[src/rtl/nn_layer_sequencer.sv]
// -----------------------------------------------------------------------------
// nn_layer_sequencer
//
// Control sequencer for a fully-connected neural-network layer pipeline.
// For every layer it streams one MAC beat per (neuron, input) pair to a MAC
// engine, optionally hands the accumulated sum to a CORDIC activation unit,
// and writes one result per neuron into the ping-pong result bank.
//
// Ports:
//   clk, rst            clock, synchronous active-high reset
//   start               level; a run begins on its 0->1 edge while idle
//   no_layers           number of layers in the run
//   nl_flat             neurons per layer, layer L at [L*NW +: NW]
//   af_flat             activation per layer (00 sigm, 01 tanh, 10 relu, 11 lin)
//   n_in                input dimension (fan-in of layer 0)
//   mac_ready           MAC engine accepts the presented beat
//   act_ack             activation unit has finished
//   busy / done / err   run in progress / end-of-run pulse / sticky cfg error
//   mac_valid/first/last  MAC beat handshake and neuron framing
//   w_addr, x_addr      weight address and source-operand index of the beat
//   src_bank            ping-pong bank read during the current layer
//   act_req, act_mode   activation request and function for the current layer
//   wr_en, wr_addr      result write strobe and neuron index
//   layer_idx           current layer
// All outputs are registers.
// -----------------------------------------------------------------------------
module nn_layer_sequencer #(
    parameter int MAX_LAYERS = 5,
    parameter int NW         = 6,
    parameter int IW         = 10,
    parameter int AW         = 16
) (
    input  logic                              clk,
    input  logic                              rst,
    input  logic                              start,
    input  logic [$clog2(MAX_LAYERS+1)-1:0]   no_layers,
    input  logic [MAX_LAYERS*NW-1:0]          nl_flat,
    input  logic [MAX_LAYERS*2-1:0]           af_flat,
    input  logic [IW-1:0]                     n_in,
    input  logic                              mac_ready,
    input  logic                              act_ack,
    output logic                              busy,
    output logic                              done,
    output logic                              err,
    output logic                              mac_valid,
    output logic                              mac_first,
    output logic                              mac_last,
    output logic [AW-1:0]                     w_addr,
    output logic [IW-1:0]                     x_addr,
    output logic                              src_bank,
    output logic                              act_req,
    output logic [1:0]                        act_mode,
    output logic                              wr_en,
    output logic [NW-1:0]                     wr_addr,
    output logic [$clog2(MAX_LAYERS)-1:0]     layer_idx
);

    localparam int LCW = $clog2(MAX_LAYERS + 1);
    localparam int LIW = $clog2(MAX_LAYERS);

    typedef enum logic [2:0] {
        IDLE  = 3'd0,
        CHECK = 3'd1,
        MAC   = 3'd2,
        ACT   = 3'd3,
        WRITE = 3'd4,
        DONE  = 3'd5
    } state_t;

    state_t             state_q;
    logic               start_q;

    // Configuration latched at the accepted start edge
    logic [LCW-1:0]     no_layers_q;
    logic [NW-1:0]      nl_q [MAX_LAYERS];
    logic [1:0]         af_q [MAX_LAYERS];
    logic [IW-1:0]      n_in_q;

    // Position counters
    logic [LIW-1:0]     layer_q;
    logic [NW-1:0]      neuron_q;
    logic [IW-1:0]      x_q;
    logic [AW-1:0]      w_q;
    logic               bank_q;

    // Output registers
    logic               busy_q;
    logic               done_q;
    logic               err_q;
    logic               mac_valid_q;
    logic               mac_first_q;
    logic               mac_last_q;
    logic               act_req_q;
    logic [1:0]         act_mode_q;
    logic               wr_en_q;
    logic [NW-1:0]      wr_addr_q;

    // Derived control terms
    logic               start_edge_s;
    logic               cfg_bad_s;
    logic [NW-1:0]      cur_nl_s;
    logic [IW-1:0]      fanin_s;
    logic [LIW-1:0]     next_layer_s;
    logic               last_beat_s;
    logic               next_is_last_s;
    logic               last_neuron_s;
    logic               last_layer_s;
    logic               linear_s;

    assign busy      = busy_q;
    assign done      = done_q;
    assign err       = err_q;
    assign mac_valid = mac_valid_q;
    assign mac_first = mac_first_q;
    assign mac_last  = mac_last_q;
    assign w_addr    = w_q;
    assign x_addr    = x_q;
    assign src_bank  = bank_q;
    assign act_req   = act_req_q;
    assign act_mode  = act_mode_q;
    assign wr_en     = wr_en_q;
    assign wr_addr   = wr_addr_q;
    assign layer_idx = layer_q;

    // Start edge and configuration sanity check on the latched configuration
    always_comb begin
        start_edge_s = start & ~start_q;
        cfg_bad_s    = (no_layers_q == {LCW{1'b0}})
                     | (no_layers_q > LCW'(MAX_LAYERS))
                     | (n_in_q == {IW{1'b0}});
        for (int l = 0; l < MAX_LAYERS; l++) begin
            // Only layers that are actually part of the run must be non-empty
            cfg_bad_s = cfg_bad_s
                      | ((LCW'(l) < no_layers_q) && (nl_q[l] == {NW{1'b0}}));
        end
    end

    // Per-layer geometry: fan-in is n_in for layer 0, else previous layer width
    always_comb begin
        cur_nl_s     = nl_q[layer_q];
        next_layer_s = layer_q + LIW'(1);
        if (layer_q == {LIW{1'b0}}) begin
            fanin_s = n_in_q;
        end else begin
            fanin_s = IW'(nl_q[layer_q - LIW'(1)]);
        end
        last_beat_s    = (x_q == fanin_s - IW'(1));
        next_is_last_s = ((x_q + IW'(1)) == (fanin_s - IW'(1)));
        last_neuron_s  = (neuron_q == cur_nl_s - NW'(1));
        last_layer_s   = ((LCW'(layer_q) + LCW'(1)) == no_layers_q);
        linear_s       = (act_mode_q == 2'b11);
    end

    // Sequencer FSM with all outputs registered alongside the state
    always_ff @(posedge clk) begin
        if (rst) begin
            state_q     <= IDLE;
            // Track the live start level so a start held through reset
            // release is not seen as a fresh edge.
            start_q     <= start;
            no_layers_q <= {LCW{1'b0}};
            n_in_q      <= {IW{1'b0}};
            for (int l = 0; l < MAX_LAYERS; l++) begin
                nl_q[l] <= {NW{1'b0}};
                af_q[l] <= 2'b00;
            end
            layer_q     <= {LIW{1'b0}};
            neuron_q    <= {NW{1'b0}};
            x_q         <= {IW{1'b0}};
            w_q         <= {AW{1'b0}};
            bank_q      <= 1'b0;
            busy_q      <= 1'b0;
            done_q      <= 1'b0;
            err_q       <= 1'b0;
            mac_valid_q <= 1'b0;
            mac_first_q <= 1'b0;
            mac_last_q  <= 1'b0;
            act_req_q   <= 1'b0;
            act_mode_q  <= 2'b00;
            wr_en_q     <= 1'b0;
            wr_addr_q   <= {NW{1'b0}};
        end else begin
            start_q <= start;
            case (state_q)
                IDLE: begin
                    if (start_edge_s) begin
                        no_layers_q <= no_layers;
                        n_in_q      <= n_in;
                        for (int l = 0; l < MAX_LAYERS; l++) begin
                            nl_q[l] <= nl_flat[l*NW +: NW];
                            af_q[l] <= af_flat[l*2 +: 2];
                        end
                        layer_q  <= {LIW{1'b0}};
                        neuron_q <= {NW{1'b0}};
                        x_q      <= {IW{1'b0}};
                        w_q      <= {AW{1'b0}};
                        bank_q   <= 1'b0;
                        err_q    <= 1'b0;
                        busy_q   <= 1'b1;
                        state_q  <= CHECK;
                    end
                end

                CHECK: begin
                    if (cfg_bad_s) begin
                        err_q   <= 1'b1;
                        done_q  <= 1'b1;
                        state_q <= DONE;
                    end else begin
                        // Layer 0, neuron 0: fan-in is the input dimension
                        mac_valid_q <= 1'b1;
                        mac_first_q <= 1'b1;
                        mac_last_q  <= (n_in_q == IW'(1));
                        act_mode_q  <= af_q[0];
                        state_q     <= MAC;
                    end
                end

                MAC: begin
                    // Beat only moves on when the MAC engine takes it;
                    // otherwise x/w addresses hold.
                    if (mac_ready) begin
                        w_q <= w_q + AW'(1);
                        if (last_beat_s) begin
                            mac_valid_q <= 1'b0;
                            mac_first_q <= 1'b0;
                            mac_last_q  <= 1'b0;
                            x_q         <= {IW{1'b0}};
                            if (linear_s) begin
                                wr_en_q   <= 1'b1;
                                wr_addr_q <= neuron_q;
                                state_q   <= WRITE;
                            end else begin
                                act_req_q <= 1'b1;
                                state_q   <= ACT;
                            end
                        end else begin
                            x_q         <= x_q + IW'(1);
                            mac_first_q <= 1'b0;
                            mac_last_q  <= next_is_last_s;
                        end
                    end
                end

                ACT: begin
                    if (act_ack) begin
                        act_req_q <= 1'b0;
                        wr_en_q   <= 1'b1;
                        wr_addr_q <= neuron_q;
                        state_q   <= WRITE;
                    end
                end

                WRITE: begin
                    wr_en_q <= 1'b0;
                    if (!last_neuron_s) begin
                        neuron_q    <= neuron_q + NW'(1);
                        mac_valid_q <= 1'b1;
                        mac_first_q <= 1'b1;
                        mac_last_q  <= (fanin_s == IW'(1));
                        state_q     <= MAC;
                    end else if (!last_layer_s) begin
                        // Next layer reads what this layer just wrote, so
                        // its fan-in is this layer's neuron count.
                        layer_q     <= next_layer_s;
                        neuron_q    <= {NW{1'b0}};
                        bank_q      <= ~bank_q;
                        act_mode_q  <= af_q[next_layer_s];
                        mac_valid_q <= 1'b1;
                        mac_first_q <= 1'b1;
                        mac_last_q  <= (cur_nl_s == NW'(1));
                        state_q     <= MAC;
                    end else begin
                        done_q  <= 1'b1;
                        state_q <= DONE;
                    end
                end

                DONE: begin
                    done_q  <= 1'b0;
                    busy_q  <= 1'b0;
                    state_q <= IDLE;
                end

                default: begin
                    busy_q      <= 1'b0;
                    done_q      <= 1'b0;
                    mac_valid_q <= 1'b0;
                    mac_first_q <= 1'b0;
                    mac_last_q  <= 1'b0;
                    act_req_q   <= 1'b0;
                    wr_en_q     <= 1'b0;
                    state_q     <= IDLE;
                end
            endcase
        end
    end

endmodule

[config.mk]
export PLATFORM = sky130hd
export DESIGN_NAME = nn_layer_sequencer
export DESIGN_NICKNAME = d
export VERILOG_FILES = /design/src/rtl/nn_layer_sequencer.sv
export SDC_FILE = /design/constraint.sdc
export NUM_CORES = 1
export LEC_CHECK = 0
export ABC_CLOCK_PERIOD_IN_PS = 5200
export CORE_ASPECT_RATIO = 0.8
export CORE_MARGIN = 1.5
export CORE_UTILIZATION = 35
export CTS_CLUSTER_SIZE = 10
export DETAILED_ROUTE_END_ITERATION = 10
export PLACE_DENSITY = 0.62
export SYNTH_ARGS = -nofsm -noshare
export SYNTH_HDL_FRONTEND = slang
export SYNTH_SLANG_ARGS = --single-unit
[constraint.sdc]
create_clock -name clk -period 5.2 [get_ports clk]
set_input_delay 0.52 -clock clk [delete_from_list [all_inputs] [get_ports clk]]
set_output_delay 0.52 -clock clk [all_outputs]
set_load 0.005 [all_outputs]
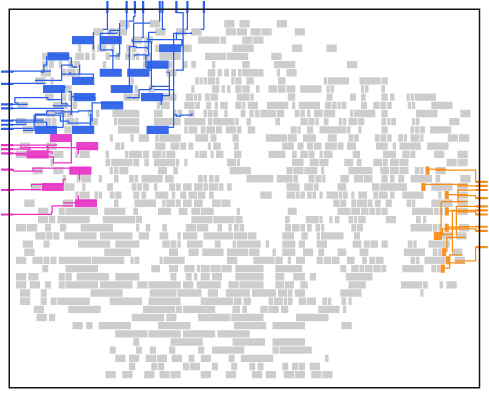
**Above:** nets reached from selected ports.
Scale: 3 px per µm.
- magenta: wr_addr (direction output; edge left; end cells 6; buffers 6; wire 183 µm)
- blue: w_addr (direction output; edge 9 top, 7 left; end cells 16; buffers 16; wire 595 µm)
- orange: n_in (direction input; edge right; end cells 10; buffers 10; wire 217 µm)

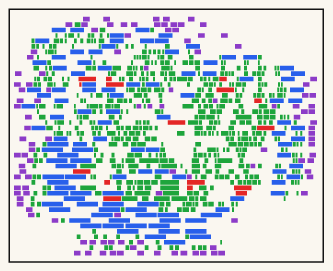
**Above:** placement by cell class.
Scale: 2 px per µm.
- purple: other buffers and delay cells (cells 113)
- blue: flip-flops (cells 112)
- red: clock drivers and dummy loads (cells 16)
- green: all other logic (cells 569)

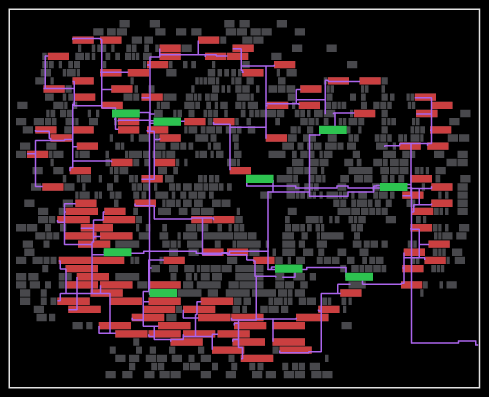
**Above:** routed clock nets over the placement.
Scale: 3 px per µm.
- purple: clock wires (length 1420 µm)
- green: cells driving clock nets (count 9)
- red: flip-flops (count 112)
- flops lie: spread over the die
- routed clock nets: 10

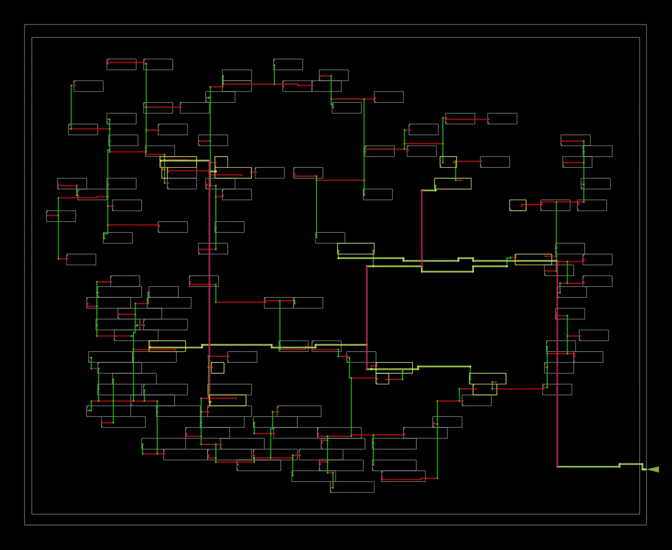
**Above:** clock routing.
power of the clock network: 692 µW
Sink Count: 112
Worst-Skew Late Latency: 0.37 ns
cts bufs inserted: 9

## report_power, final
group          internal [µW]  switching, µW  total [µW]
clock network            340            352         692
logic                    377            515         891
registers               1020            134        1150
total                   1730           1000        2730
## final timing paths
| path | from | end | slack (ns) |
|---|---|---|---|
| setup reg to reg | layer_idx[1] | wr_addr[5] | 0.92 |
| setup / recovery | layer_idx[1] | wr_addr[5] | 0.92 |
| hold / removal | wr_addr[4] | wr_addr[4] | 0.46 |
| hold reg to reg | wr_addr[4] | wr_addr[4] | 0.46 |
## routing by layer
metal	vias to the layer above	track usage	part of all wire
met4	0	0.04930	0.014
met1	2708	0.2957	0.50
met3	17	0.04267	0.074
met2	210	0.2729	0.41
met5	-	0	0
li1	2846	-	-
## worst max-delay path: stages, from the launching register on
cell and delay, ns:
dfxtp_1 0.38, inv_1 0.08, ha_1 0.56, mux4_2 0.61, a21oi_1 0.25, ha_1 0.25, nand3_1 0.18, o211ai_1 0.30
nand4_1 0.16, nor4b_1 0.53, nand4_1 0.27, o21ai_4 0.39, mux2i_1 0.23
## synth_stat cells, drive strengths merged, types with 4 or more instances
cell type  number
nand2          89
dfxtp          72
and3           54
a21oi          48
nor2           47
edfxtp         40
clkbuf         34
o21ai          32
nand3          26
xnor2          24
mux2i          20
inv            18
xor2           18
nor3           16
nand4          14
nor4           12
ha             10
mux4           10
or3            10
or4             9
nand2b          8
buf             7
mux2            6
nand3b          6
o211ai          6
a22oi           5
nor2b           5
o22ai           5
a211oi          4
a21o            4
a31oi           4
## stage by stage
stage	hold WS, ns	utilization
5_1_grt	0.4957	0.4446
3_5_place_dp	0.4495	0.4285
3_3_place_gp	0.4491	0.4285
6_report	0.4610	0.4446
2_1_floorplan	0.4416	-
4_1_cts	0.4634	0.4446
==> out/qor.yml <==
finish:
  nClkBuffers: 9
  nNetsFinal: 873
  stdcell_area_mm2: 0.008125
  layout.nonclk_buf_frac: 0.1361
  drive_gt1_frac: 0.07284
sta:
  fin_ws_ns: 0.9184
  slew_headroom: 0.3488
  skew_ns: 0.01126
  max_freq_mhz: 233.6
  finalSetupViolCount: 0
  fin_setup_tns_ns: 0
worst_hold_path:
  whs_path_depth: 2
synth:
  yosys-top-cells-area: "dfxtp_1, edfxtp_1, and3_1"
  synthAoiAreaFrac: 0.1584
  ys_area_mm2: 0.006579
  synth_area_mm2: 0.006579
  ys.flop_type: "dfxtp_1"
critical_path:
  reg2reg_depth: 12
  cp_data_required_time_ns: 5.50
  cp-start-kind: "register"
power_and_ir_drop:
  vdd_drop_max_mv: 0.1503
routing:
  wl_per_cell_um: 17.25
  dr.pass1.iters: 5
  via_per_inst: 5.438
placed_design:
  dp_hpwl_um: 13680
  io_buffers: 103
  dp_slack_ns: 0.9858
clock_network:
  postCtsSetupRepairBufs: 0
  ctsHoldBuffers: 0
  cts_buffer_depth: 2
  ctsResizeCount: 0
floorplan:
  ioPinCount: 104
  die_w_um: 156.3
  fp-utilization: 0.3599
  dieArea_mm2: 0.01963
status:
  outcome: "complete, no violations"
Power is estimated from default activity; no workload was simulated.
